<file path="config.mk">
export PLATFORM = sky130hd
export DESIGN_NAME = conditional_diff_serial_flat
export DESIGN_NICKNAME = d
export VERILOG_FILES = /design/src/rtl/conditional_diff_serial_if.sv /design/src/rtl/conditional_diff_serial.sv /design/src/flat_wrapper.sv
export SDC_FILE = /design/constraint.sdc
export NUM_CORES = 1
export LEC_CHECK = 0
export CAP_MARGIN = 20
export CORE_MARGIN = 4
export CORE_UTILIZATION = 25
export CTS_BUF_LIST = sky130_fd_sc_hd__clkbuf_8
export DETAILED_ROUTE_END_ITERATION = 10
export HOLD_SLACK_MARGIN = 0.06
export PLACE_DENSITY = 0.47
export SYNTH_ARGS = -nofsm -noshare
export SYNTH_HDL_FRONTEND = slang
export SYNTH_SLANG_ARGS = --single-unit
</file>
<file path="constraint.sdc">
create_clock -name clk -period 9 [get_ports clk]
set_input_delay 2.25 -clock clk [delete_from_list [all_inputs] [get_ports clk]]
set_output_delay 2.25 -clock clk [all_outputs]
set_load 0.02 [all_outputs]
</file>
<file path="src/rtl/conditional_diff_serial_if.sv">
// -----------------------------------------------------------------------------
// conditional_diff_serial_if
//
// Purpose:
//   Groups the request/response signals of the chunk-serial subtractor
//   (conditional_diff_serial) into one bundle. The requester drives the
//   operands and START. The subtractor drives status and the registered result.
//
// Signals (WIDTH = operand/result width):
//   start  requester -> subtractor  request, sampled only when not busy
//   a      requester -> subtractor  minuend, captured on accepted start
//   b      requester -> subtractor  subtrahend, captured on accepted start
//   b_in   requester -> subtractor  borrow-in, captured on accepted start
//   busy   subtractor -> requester  high while chunks are being processed
//   done   subtractor -> requester  single-cycle pulse, result valid
//   d      subtractor -> requester  difference (registered)
//   b_out  subtractor -> requester  final borrow-out
//   ovf    subtractor -> requester  signed two's-complement overflow
//
// Modports:
//   master  requester side (drives start/a/b/b_in)
//   slave   subtractor side (drives busy/done/d/b_out/ovf)
// -----------------------------------------------------------------------------
interface conditional_diff_serial_if #(
    parameter int WIDTH = 16
);
    logic             start;
    logic [WIDTH-1:0] a;
    logic [WIDTH-1:0] b;
    logic             b_in;
    logic             busy;
    logic             done;
    logic [WIDTH-1:0] d;
    logic             b_out;
    logic             ovf;

    modport master (
        output start,
        output a,
        output b,
        output b_in,
        input  busy,
        input  done,
        input  d,
        input  b_out,
        input  ovf
    );

    modport slave (
        input  start,
        input  a,
        input  b,
        input  b_in,
        output busy,
        output done,
        output d,
        output b_out,
        output ovf
    );
endinterface

</file>
<file path="src/rtl/conditional_diff_serial.sv">
// -----------------------------------------------------------------------------
// conditional_diff_serial
//
// Purpose:
//   Multi-cycle WIDTH-bit subtractor computing D = A - B - B_IN, resolving
//   CHUNK bits per clock. Each chunk computes both borrow-in outcomes in
//   parallel (borrow 0 and borrow 1). The borrow registered from the previous
//   chunk then selects one of them. The per-cycle logic depth is therefore one
//   CHUNK-bit subtract plus a 2:1 mux. No borrow chain is wider than CHUNK
//   bits plus the 1-bit borrow register.
//
//   Operation: an accepted start latches the operands and enters BUSY. The
//   next N = WIDTH/CHUNK edges each resolve one chunk, LSB chunk first. The
//   edge that resolves the last chunk publishes D/B_OUT/OVF and enters DONE
//   for exactly one cycle. START in that DONE cycle begins the next operation
//   back-to-back. D/B_OUT/OVF are only written on completion, so they hold
//   their previous value throughout BUSY.
//
//   WIDTH must be an integer multiple of CHUNK.
//
// Parameters:
//   WIDTH  operand/result width in bits
//   CHUNK  bits resolved per clock
//
// Ports:
//   clk    rising-edge clock
//   rst    asynchronous, active-high reset (clears control and datapath)
//   bus    slave side of conditional_diff_serial_if: start/a/b/b_in in,
//          busy/done/d/b_out/ovf out
// -----------------------------------------------------------------------------
module conditional_diff_serial #(
    parameter int WIDTH = 16,
    parameter int CHUNK = 4
) (
    input  logic                        clk,
    input  logic                        rst,
    conditional_diff_serial_if.slave    bus
);
    localparam int                N        = WIDTH / CHUNK;
    localparam int                IDX_W    = (N > 1) ? $clog2(N) : 1;
    localparam logic [IDX_W-1:0]  LAST_IDX = IDX_W'(N - 1);

    typedef enum logic [1:0] {
        ST_IDLE = 2'd0,
        ST_BUSY = 2'd1,
        ST_DONE = 2'd2
    } state_t;

    state_t state;
    state_t state_next;

    // Operands latched on an accepted start. They are stable for the whole
    // operation.
    logic [WIDTH-1:0] a_reg;
    logic [WIDTH-1:0] b_reg;

    // Partially assembled difference and the borrow feeding the next chunk.
    logic [WIDTH-1:0] work_reg;
    logic [WIDTH-1:0] work_next;
    logic             borrow_reg;
    logic [IDX_W-1:0] idx;

    // Published result registers.
    logic [WIDTH-1:0] d_reg;
    logic             b_out_reg;
    logic             ovf_reg;

    // Current-chunk datapath.
    logic [CHUNK-1:0] a_chunk;
    logic [CHUNK-1:0] b_chunk;
    logic [CHUNK-1:0] diff0;
    logic [CHUNK-1:0] diff1;
    logic [CHUNK-1:0] diff_sel;
    logic             bo0;
    logic             bo1;
    logic             bo_sel;

    logic             accept;
    logic             last_chunk;
    logic             ovf_next;

    // One CHUNK-bit subtract with explicit borrow-in. The result is widened by
    // one bit, so its MSB is the borrow-out: x - y - bin lies in
    // [-2^CHUNK, 2^CHUNK - 1], and it is negative exactly when the MSB is set.
    // The return value is {borrow_out, difference}.
    function automatic logic [CHUNK:0] chunk_sub(
        input logic [CHUNK-1:0] x,
        input logic [CHUNK-1:0] y,
        input logic             bin
    );
        logic [CHUNK:0] r;
        r = {1'b0, x} - {1'b0, y} - {{CHUNK{1'b0}}, bin};
        return r;
    endfunction

    // Signed overflow of the finished subtraction. It can only happen when the
    // operand signs differ. It is flagged when the result sign disagrees with
    // the minuend sign.
    function automatic logic sub_overflow(
        input logic a_msb,
        input logic b_msb,
        input logic r_msb
    );
        return (a_msb != b_msb) && (r_msb != a_msb);
    endfunction

    assign a_chunk = a_reg[int'(idx) * CHUNK +: CHUNK];
    assign b_chunk = b_reg[int'(idx) * CHUNK +: CHUNK];

    // Conditional difference: both borrow outcomes are computed in parallel.
    // The borrow registered from the previous chunk only drives the final mux,
    // so it never enters the subtract path.
    always_comb begin
        {bo0, diff0} = chunk_sub(a_chunk, b_chunk, 1'b0);
        {bo1, diff1} = chunk_sub(a_chunk, b_chunk, 1'b1);
        diff_sel     = borrow_reg ? diff1 : diff0;
        bo_sel       = borrow_reg ? bo1   : bo0;

        work_next = work_reg;
        work_next[int'(idx) * CHUNK +: CHUNK] = diff_sel;

        // Uses work_next so the sign bit written by the final chunk is
        // included.
        ovf_next = sub_overflow(a_reg[WIDTH-1], b_reg[WIDTH-1],
                                work_next[WIDTH-1]);
    end

    // Next-state logic. START is honoured only in IDLE and DONE. START in DONE
    // gives back-to-back operation with one result every N+1 cycles.
    always_comb begin
        state_next = state;
        accept     = 1'b0;
        last_chunk = 1'b0;
        unique case (state)
            ST_IDLE, ST_DONE: begin
                if (bus.start) begin
                    accept     = 1'b1;
                    state_next = ST_BUSY;
                end else begin
                    state_next = ST_IDLE;
                end
            end
            ST_BUSY: begin
                if (idx == LAST_IDX) begin
                    last_chunk = 1'b1;
                    state_next = ST_DONE;
                end
            end
            default: begin
                state_next = ST_IDLE;
            end
        endcase
    end

    always_ff @(posedge clk or posedge rst) begin
        if (rst) begin
            state <= ST_IDLE;
        end else begin
            state <= state_next;
        end
    end

    always_ff @(posedge clk or posedge rst) begin
        if (rst) begin
            a_reg      <= '0;
            b_reg      <= '0;
            work_reg   <= '0;
            borrow_reg <= 1'b0;
            idx        <= '0;
            d_reg      <= '0;
            b_out_reg  <= 1'b0;
            ovf_reg    <= 1'b0;
        end else if (accept) begin
            a_reg      <= bus.a;
            b_reg      <= bus.b;
            borrow_reg <= bus.b_in;
            work_reg   <= '0;
            idx        <= '0;
        end else if (state == ST_BUSY) begin
            work_reg   <= work_next;
            borrow_reg <= bo_sel;
            idx        <= idx + 1'b1;
            // Publish the result only on the final chunk. The outputs are
            // never partially updated.
            if (last_chunk) begin
                d_reg     <= work_next;
                b_out_reg <= bo_sel;
                ovf_reg   <= ovf_next;
            end
        end
    end

    // Status is decoded from the state register, so reset clears it
    // immediately without waiting for a clock.
    assign bus.busy  = (state == ST_BUSY);
    assign bus.done  = (state == ST_DONE);
    assign bus.d     = d_reg;
    assign bus.b_out = b_out_reg;
    assign bus.ovf   = ovf_reg;
endmodule

</file>
<file path="src/flat_wrapper.sv">
// flat-port wrapper written by rule: the top's interface ports become plain ports
module conditional_diff_serial_flat 
#(
    parameter int WIDTH = 16,
    parameter int CHUNK = 4
)
  (clk, rst, bus_start, bus_a, bus_b, bus_b_in, bus_busy, bus_done, bus_d, bus_b_out, bus_ovf);
  conditional_diff_serial_if #(.WIDTH(WIDTH)) bus_i ();
  input  logic clk;
  input  logic rst;
  input wire logic [$bits(bus_i.start)-1:0] bus_start;
  input wire logic [$bits(bus_i.a)-1:0] bus_a;
  input wire logic [$bits(bus_i.b)-1:0] bus_b;
  input wire logic [$bits(bus_i.b_in)-1:0] bus_b_in;
  output wire logic [$bits(bus_i.busy)-1:0] bus_busy;
  output wire logic [$bits(bus_i.done)-1:0] bus_done;
  output wire logic [$bits(bus_i.d)-1:0] bus_d;
  output wire logic [$bits(bus_i.b_out)-1:0] bus_b_out;
  output wire logic [$bits(bus_i.ovf)-1:0] bus_ovf;
  assign bus_i.start = bus_start;
  assign bus_i.a = bus_a;
  assign bus_i.b = bus_b;
  assign bus_i.b_in = bus_b_in;
  assign bus_busy = bus_i.busy;
  assign bus_done = bus_i.done;
  assign bus_d = bus_i.d;
  assign bus_b_out = bus_i.b_out;
  assign bus_ovf = bus_i.ovf;
  conditional_diff_serial #(.WIDTH(WIDTH), .CHUNK(CHUNK)) u_core (.clk(clk), .rst(rst), .bus(bus_i));
endmodule
</file>
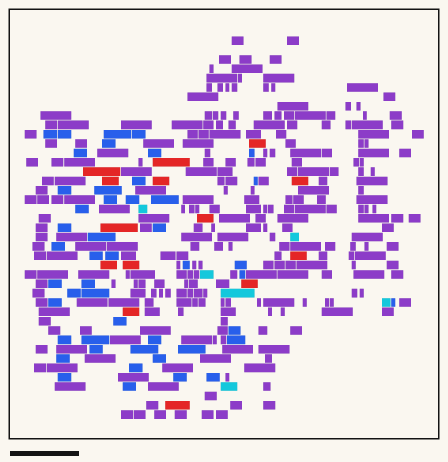
Figure 1: run 1, cells by drive strength.
Scale bar: 20 um.
drive 1 or less: in purple, cells 272, share 80%, most used dfrtp_1. drive 3 to 4: in cyan, cells 6, share 1.8%, most used buf_4. drive 2: in blue, cells 47, share 14%, most used mux2_2. drive 6 and up: in red, cells 14, share 4.1%, most used clkbuf_8.
non-clock buffer count in the final layout: 58
final standard cell area without fillers: 4415 um2
post-synthesis to final-layout area growth: 30.03%

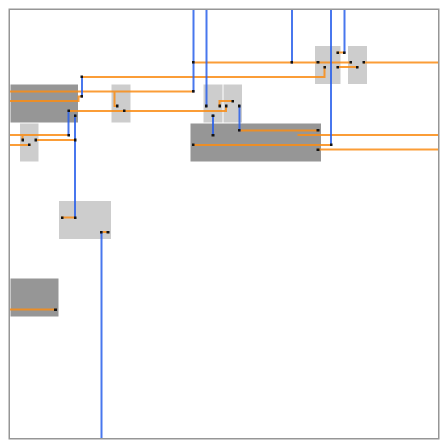
Figure 2: run 1, a small window of the routed layout.
Region (78, 16) to (108, 46) um. Cells in grey, sequential cells in the stronger grey; small squares are vias.
met2: in blue. met1: in orange.
Sequential cells in the window: 2. Netlist names of flops here include u_core.bus.d (2). 9 logic cells have their middle in the window. Most frequent: nor2_1 (3), dfrtp_1 (2).

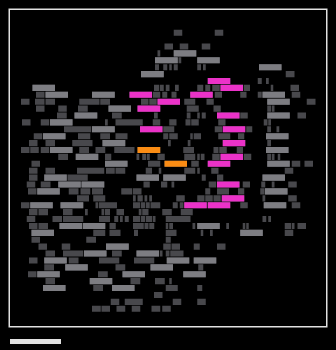
Figure 3: run 1, sequential cells grouped by signal name.
Scale bar: 20 um. Other sequential cells in the stronger grey, the rest of the logic in the fainter grey.
u_core.idx: in orange, flops 2. u_core.work_reg: in magenta, flops 16.
Another 53 sequential cells are not coloured.
final core occ: 33.21%

==> run 1: cell usage after synthesis, drive strengths merged, types with 6 or more instances <==
master and n:
inv 17, nand2 21, mux4 8, a21oi 8, o21ai 19, a22o 18
ha 11, nor2 6, nor2b 7, a22oi 8, clkbuf 9, dfrtp 71
mux2 31
==> run 1: cells by family after synthesis <==
kind of cell | after synthesis | share of synthesized area, %
multiplexers | 40 | 15.88
buffers and inverters | 27 | 3.021
adder cells (fa/ha/maj) | 12 | 4.643
XOR/XNOR | 2 | 0.5159
flip-flops | 71 | 52.32
AND-OR/OR-AND | 70 | 15.44
AND/OR/NAND/NOR | 53 | 8.180
==> run 1: path summary, 6_finish.rpt <==
check | start | end | cells past startpoint
hold / removal | u_core.bus.d[2] | u_core.bus.d[2] | 2
hold reg to reg | u_core.bus.d[2] | u_core.bus.d[2] | 2
max in group asynchronous | rst | u_core.bus.d[13] | 3
setup / recovery | u_core.state[1] | bus_busy | 3
setup reg to reg | u_core.idx[0] | u_core.work_reg[3] | 9
min in group asynchronous | rst | u_core.bus.d[1] | 3
==> run 1: worst max-delay path: stages, from the launching register on <==
cell	delay, ns
dfrtp_1	0.37
nand2b_1	0.25
inv_1	0.34
clkdlybuf4s50_1	0.68
==> run 1: metrics by stage <==
| stage | cell area, um2 | util, % |
|---|---|---|
| CTS | 4395 | 33.06 |
| global placement | 4150 | 31.22 |
| finish | 4415 | 33.21 |
| floorplan | 3396 | - |
| detailed placement | 4150 | 31.22 |
| global route | 4415 | 33.21 |
==> run 1: layout make-up <==
| cell class | count | area [um2] |
|---|---|---|
| Tap cell | 176 | 220.2 |
| Sequential cell | 71 | 1777 |
| Clock inverter | 6 | 107.6 |
| Timing Repair Buffer | 58 | 585.6 |
| Clock buffer | 10 | 137.6 |
| Inverter | 17 | 63.81 |
| Fill cell | 1363 | 8880 |
| Multi-Input combinational cell | 177 | 1524 |
==> run 1: routing by layer <==
layer	routed length, um	part of all wire [%]	GRT usage [%]
met1	3841	48	14.47
met2	3607	45	16.51
met3	430	5.4	3.602
met4	121	1.5	2.966
met5	0	0	0
==> reports/results.tsv, run 1 <==
metric	value	unit
cts_repair_resize_count	0	
hold_class	register to register	
cts_made_buffers	9	
wl_per_cell	15.53	um
timing.critical_path.to_type	output pin	
dominantRegCellSynth	dfrtp_1	
ctsHoldBuffers	0	
finalClockPeriodUsage	47.09	%
clock_insertion_delay_worst_skew	0.34	ns
drt_wl_total	8.000	mm
final-max-slew-violation-count	0	
postSynthSeqShare	52.32	%
number_of_global_route_vias_before_repair	2596	
drc	0	
netlist.area_leader.share	52.32	%
status	finished clean	
final_period_minus_worst_setup_slack	4.238	ns
grt_max_degree	72	
maxCapViolCount	0	
hold_ws	0.4801	ns
post_synthesis_net_count	323	
worst_slew_margin_rel	37.95	%
n_antenna_cell	0	
setup_repair_after_global_routing_missed_its_margin	false	
synth_area_leader_cell	dfrtp_1	
clk_pin_slew_worst_paths	0.08	ns
clkSinkCount	71	
yosysChipArea	3396	um2
pin_slew_with_the_least_headroom_to_its_limit	0.9048	ns
critical_path.max_fanout	11	
finalNonFillerCells	515	
floorplan.die_area	15510	um2
final.setup_skew	0.008720	ns
clockBufferDepth	2	
final.setup.tns	0	ns
most_frequent_standard_cell_in_the_layout_excluding_fill_and_tap_cells	dfrtp_1	
fp.dieH	124.5	um
ys.flops	71	
layout.cells.most_common_list	dfrtp_1, clkdlybuf4s50_1, mux2_2, nand2_1, o21ai_0	
asyncSetResetFlopFracSynth	100.0	%
enable_flop_cells	0	
grt_remaining_overflow	0	
drive_above_1_share	19.76	%
timing.critical_path.arrival	1.99	ns
hpwl	5.607	mm
vias_per_cell	4.645	
dp.cells	498	
cts-htree-levels	3	
cp-start-kind	register	
synth.area.top_cells	dfrtp_1, mux2_2, mux4_2	
synth.distinct_cells	43	
number_of_cells_in_yosys_stat	275	
final-hold-violation-count	0	
clock_tree.root_cell	clkbuf_8	
nNetsFinal	382	
detailedRoute.firstPassIterationCount	4	
input_output_buffers	55	
cp.required	6.75	ns
antenna_found_initial	0	
yosys_warnings	0	
fp-utilization	25.54	%
reg2reg_slack	5.30	ns
pre_cts_ws	4.740	ns
die_w	124.5	um
netlist_instances	275	
clock_tree_from_tritoncts	yes	
number_of_rows_created_at_floorplan	42	
post_synth.cell_area_avg	12.35	um2
grt_first_pass_wirelength	13.52	mm
finalSetupViolCount	0	
openroad.warnings	31	
postCtsSetupBuffers	0	
io_pins	56	
drtAntennaViolNets	0	
drt_iter0_drc	104	
core	13300	um2
fin_ws	4.762	ns
fmax	0.2360	GHz
track_usage	10.74	%
critical_path_class	register to output pin	
netlist_area_before_placement	3396	um2
vias	2392	
gp_congestion	0.7442	
Figure 4. The clock network (run 1).
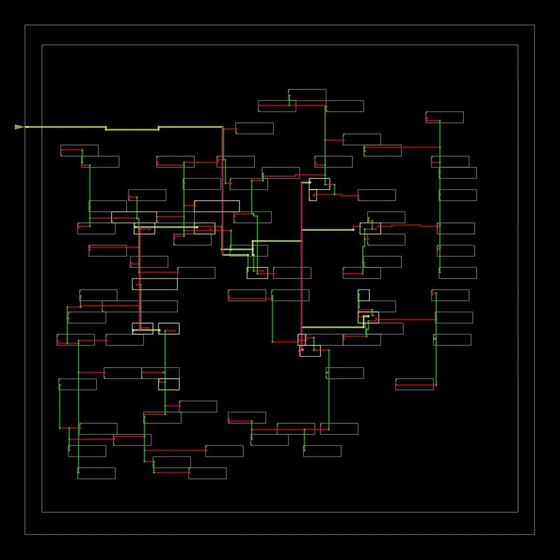

==> run 2: changes to the inputs <==
--- a/config.mk
+++ b/config.mk
@@ -11,7 +11,7 @@
 export CTS_BUF_LIST = sky130_fd_sc_hd__clkbuf_8
 export DETAILED_ROUTE_END_ITERATION = 10
 export HOLD_SLACK_MARGIN = 0.06
-export PLACE_DENSITY = 0.47
+export PLACE_DENSITY = 0.48
 export SYNTH_ARGS = -nofsm -noshare
 export SYNTH_HDL_FRONTEND = slang
 export SYNTH_SLANG_ARGS = --single-unit
==> constraint.sdc (replaced) <==
create_clock -name clk -period 3.7 [get_ports clk]
set_input_delay 0.925 -clock clk [delete_from_list [all_inputs] [get_ports clk]]
set_output_delay 0.925 -clock clk [all_outputs]
set_load 0.02 [all_outputs]
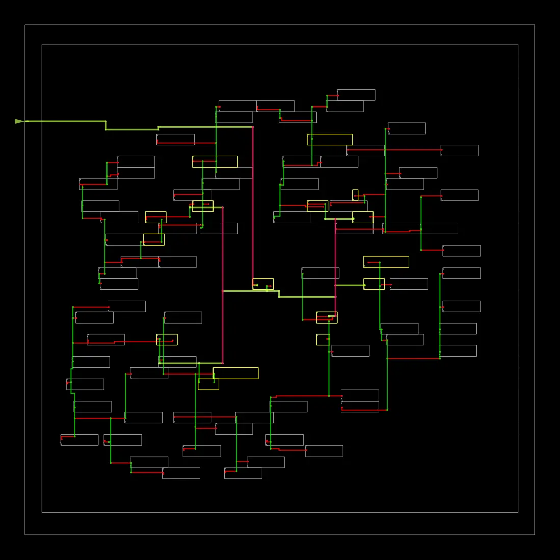
Figure 5: run 2, the clock network.
Insertion Delay late pin: 0.34 ns
TritonCTS buffer count: 9
final worst clock skew: 0.009691 ns

==> run 2 against run 1 <==
Non-clock buffer count increased by 2. Critical path depth increased by 5. Synthesized cell count unchanged. Critical path type is now register to register. Critical endpoint is now u_core.bus.ovf. Highest routed layer unchanged.
==> reports/results.tsv, run 2 <==
metric	value	unit	change
netlist_instances	275		unchanged
number_of_rows_created_at_floorplan	42		unchanged
final-max-slew-violation-count	0		unchanged
layout.cells.most_common_list	dfrtp_1, clkdlybuf4s50_1, mux2_2, nand2_1, o21ai_0		
drtAntennaViolNets	0		unchanged
post_synth.cell_area_avg	12.35	um2	unchanged
track_usage	11.00	%	+0.26 points
enable_flop_cells	0		unchanged
postSynthSeqShare	52.32	%	unchanged
setup_repair_after_global_routing_missed_its_margin	false		
gp_congestion	0.8023		+7.8%
fmax	0.3138	GHz	
pre_cts_ws	0.5257	ns	-4.214 ns
clock_tree_from_tritoncts	yes		
simple_gate_share_of_the_synthesized_area	8.180	%	unchanged
cts_repair_resize_count	0		unchanged
drc	0		unchanged
hold_class	register to register		
drt_iter0_drc	74		-29%
critical_path.cell_chain	mux4_2, ha_1, fa_1, xnor2_1, or3_4, a2111oi_4, o311ai_1, a2bb2oi_2		
netlist_top_cells_count	dfrtp_1, mux2_2, nand2_1		
fp-utilization	25.54	%	unchanged
nNetsFinal	384		+0.52%
crit_path_top_delay_cell	dfrtp_1		
finalSetupViolCount	0		unchanged
cts-htree-levels	3		unchanged
cp.required	3.97	ns	-2.78 ns
ctsHoldBuffers	0		unchanged
final.setup.tns	0	ns	unchanged
grt_remaining_overflow	0		unchanged
synth_area_leader_cell	dfrtp_1		
core	13300	um2	unchanged
ys_sh_mux	15.88	%	unchanged
finalNonFillerCells	517		+0.39%
final_period_minus_worst_setup_slack	3.187	ns	
detailedRoute.firstPassIterationCount	4		unchanged
maxCapViolCount	0		unchanged
clkSinkCount	71		unchanged
cp-start-kind	register		
reg2reg_slack	0.51	ns	-4.79 ns
hold_ws	0.4806	ns	+0.0005080 ns
antenna_found_initial	0		unchanged
floorplan.die_area	15510	um2	unchanged
yosysChipArea	3396	um2	unchanged
drive_above_1_share	19.94	%	+0.18 points
number_of_global_route_vias_before_repair	2647		+2.0%
main_logic_family	multiplexers		
grt_first_pass_wirelength	13.90	mm	+2.8%
openroad.warnings	31		unchanged
final-hold-violation-count	0		unchanged
dominantRegCellSynth	dfrtp_1		
netlist.area_leader.share	52.32	%	unchanged
fin_ws	0.5132	ns	-4.249 ns
asyncSetResetFlopFracSynth	100.0	%	unchanged
ys.flops	71		unchanged
area_delta_synth_final	31.58	%	
netlist.top_cell.by_instances	dfrtp_1		
die_w	124.5	um	unchanged
clockBufferDepth	2		unchanged
status	finished clean		
drt_wl_total	8.164	mm	+2.1%
hold_depth	2		unchanged
grt_max_degree	45		-38%
synth.area.top_cells	dfrtp_1, mux2_2, mux4_2		
n_antenna_cell	0		unchanged
worst_slew_margin_rel	36.10	%	-1.9 points
fp.dieH	124.5	um	unchanged
compound_area_share	15.44	%	unchanged
pin_slew_with_the_least_headroom_to_its_limit	0.9452	ns	+0.04040 ns
synth.cellmix.xorXnorShare	0.5158	%	unchanged
input_output_buffers	55		unchanged
clock_tree.root_cell	clkbuf_8		
number_of_cells_in_yosys_stat	275		unchanged
reg2regPathDepth	8		-1
critical_path.max_fanout	6		-5
clk_pin_slew_worst_paths	0.08	ns	about the same
wl_per_cell	15.79	um	+1.7%
yosys_warnings	0		unchanged
netlist_area_before_placement	3396	um2	unchanged
hpwl	6.068	mm	+8.2%
critical_path_class	register to register		
timing.critical_path.to_type	register		
dp.cells	501		+0.60%
most_frequent_standard_cell_in_the_layout_excluding_fill_and_tap_cells	dfrtp_1		
cpPeakStageDelay	0.55	ns	-0.13 ns
vias	2426		+1.4%
io_pins	56		unchanged
postCtsSetupBuffers	0		unchanged
post_synth_fa_ha_maj_area_fraction	4.643	%	unchanged
run 2: cell counts after synthesis:
No cell type changed its count.
run 2: cells by family (layout without fill, tap and decap cells):
kind of cell / after synthesis / count (layout)
compound gates: 70 / 70
xor+xnor: 2 / 2
fa+ha+maj: 12 / 12
buf+inv: 27 / 93
flops: 71 / 71
mux: 40 / 40
simple gates: 53 / 53
run 2: final cells by class:
cell class,count,area (um2)
Clock buffer,10,137.6
Clock inverter,6,132.6
Fill cell,1360,8827
Inverter,17,63.81
Multi-Input combinational cell,177,1524
Sequential cell,71,1777
Tap cell,176,220.2
Timing Repair Buffer,60,613.1
run 2: critical path: cells and delay by family, from the launching register on:
family,cells,cell delay (ns)
compound gates,3,0.76
xor+xnor,1,0.20
flops,1,0.55
simple gates,1,0.42
fa+ha+maj,2,0.65
mux,1,0.55
run 2: final timing paths:
kind,from,endpoint
max in group asynchronous,rst,u_core.idx[1]
setup / recovery,u_core.idx[0],u_core.bus.ovf
hold reg to reg,u_core.bus.d[7],u_core.bus.d[7]
setup reg to reg,u_core.idx[0],u_core.bus.ovf
min in group asynchronous,rst,u_core.a_reg[14]
hold / removal,u_core.bus.d[7],u_core.bus.d[7]
run 2: per-stage QoR:
stage / cell area (um2) / utilization, %
final: 4468 / 33.61
after global placement: 4198 / 31.57
after detailed placement: 4198 / 31.57
after CTS: 4468 / 33.61
after floorplan: 3396 / -
after global routing: 4468 / 33.61
run 2: routing by layer:
layer / vias up / track usage [%] / wire (um)
met2: 60 / 16.89 / 3759
li1: 1142 / - / -
met1: 1213 / 14.93 / 3874
met5: - / 0 / 0
met3: 11 / 3.388 / 414
met4: 0 / 3.288 / 116
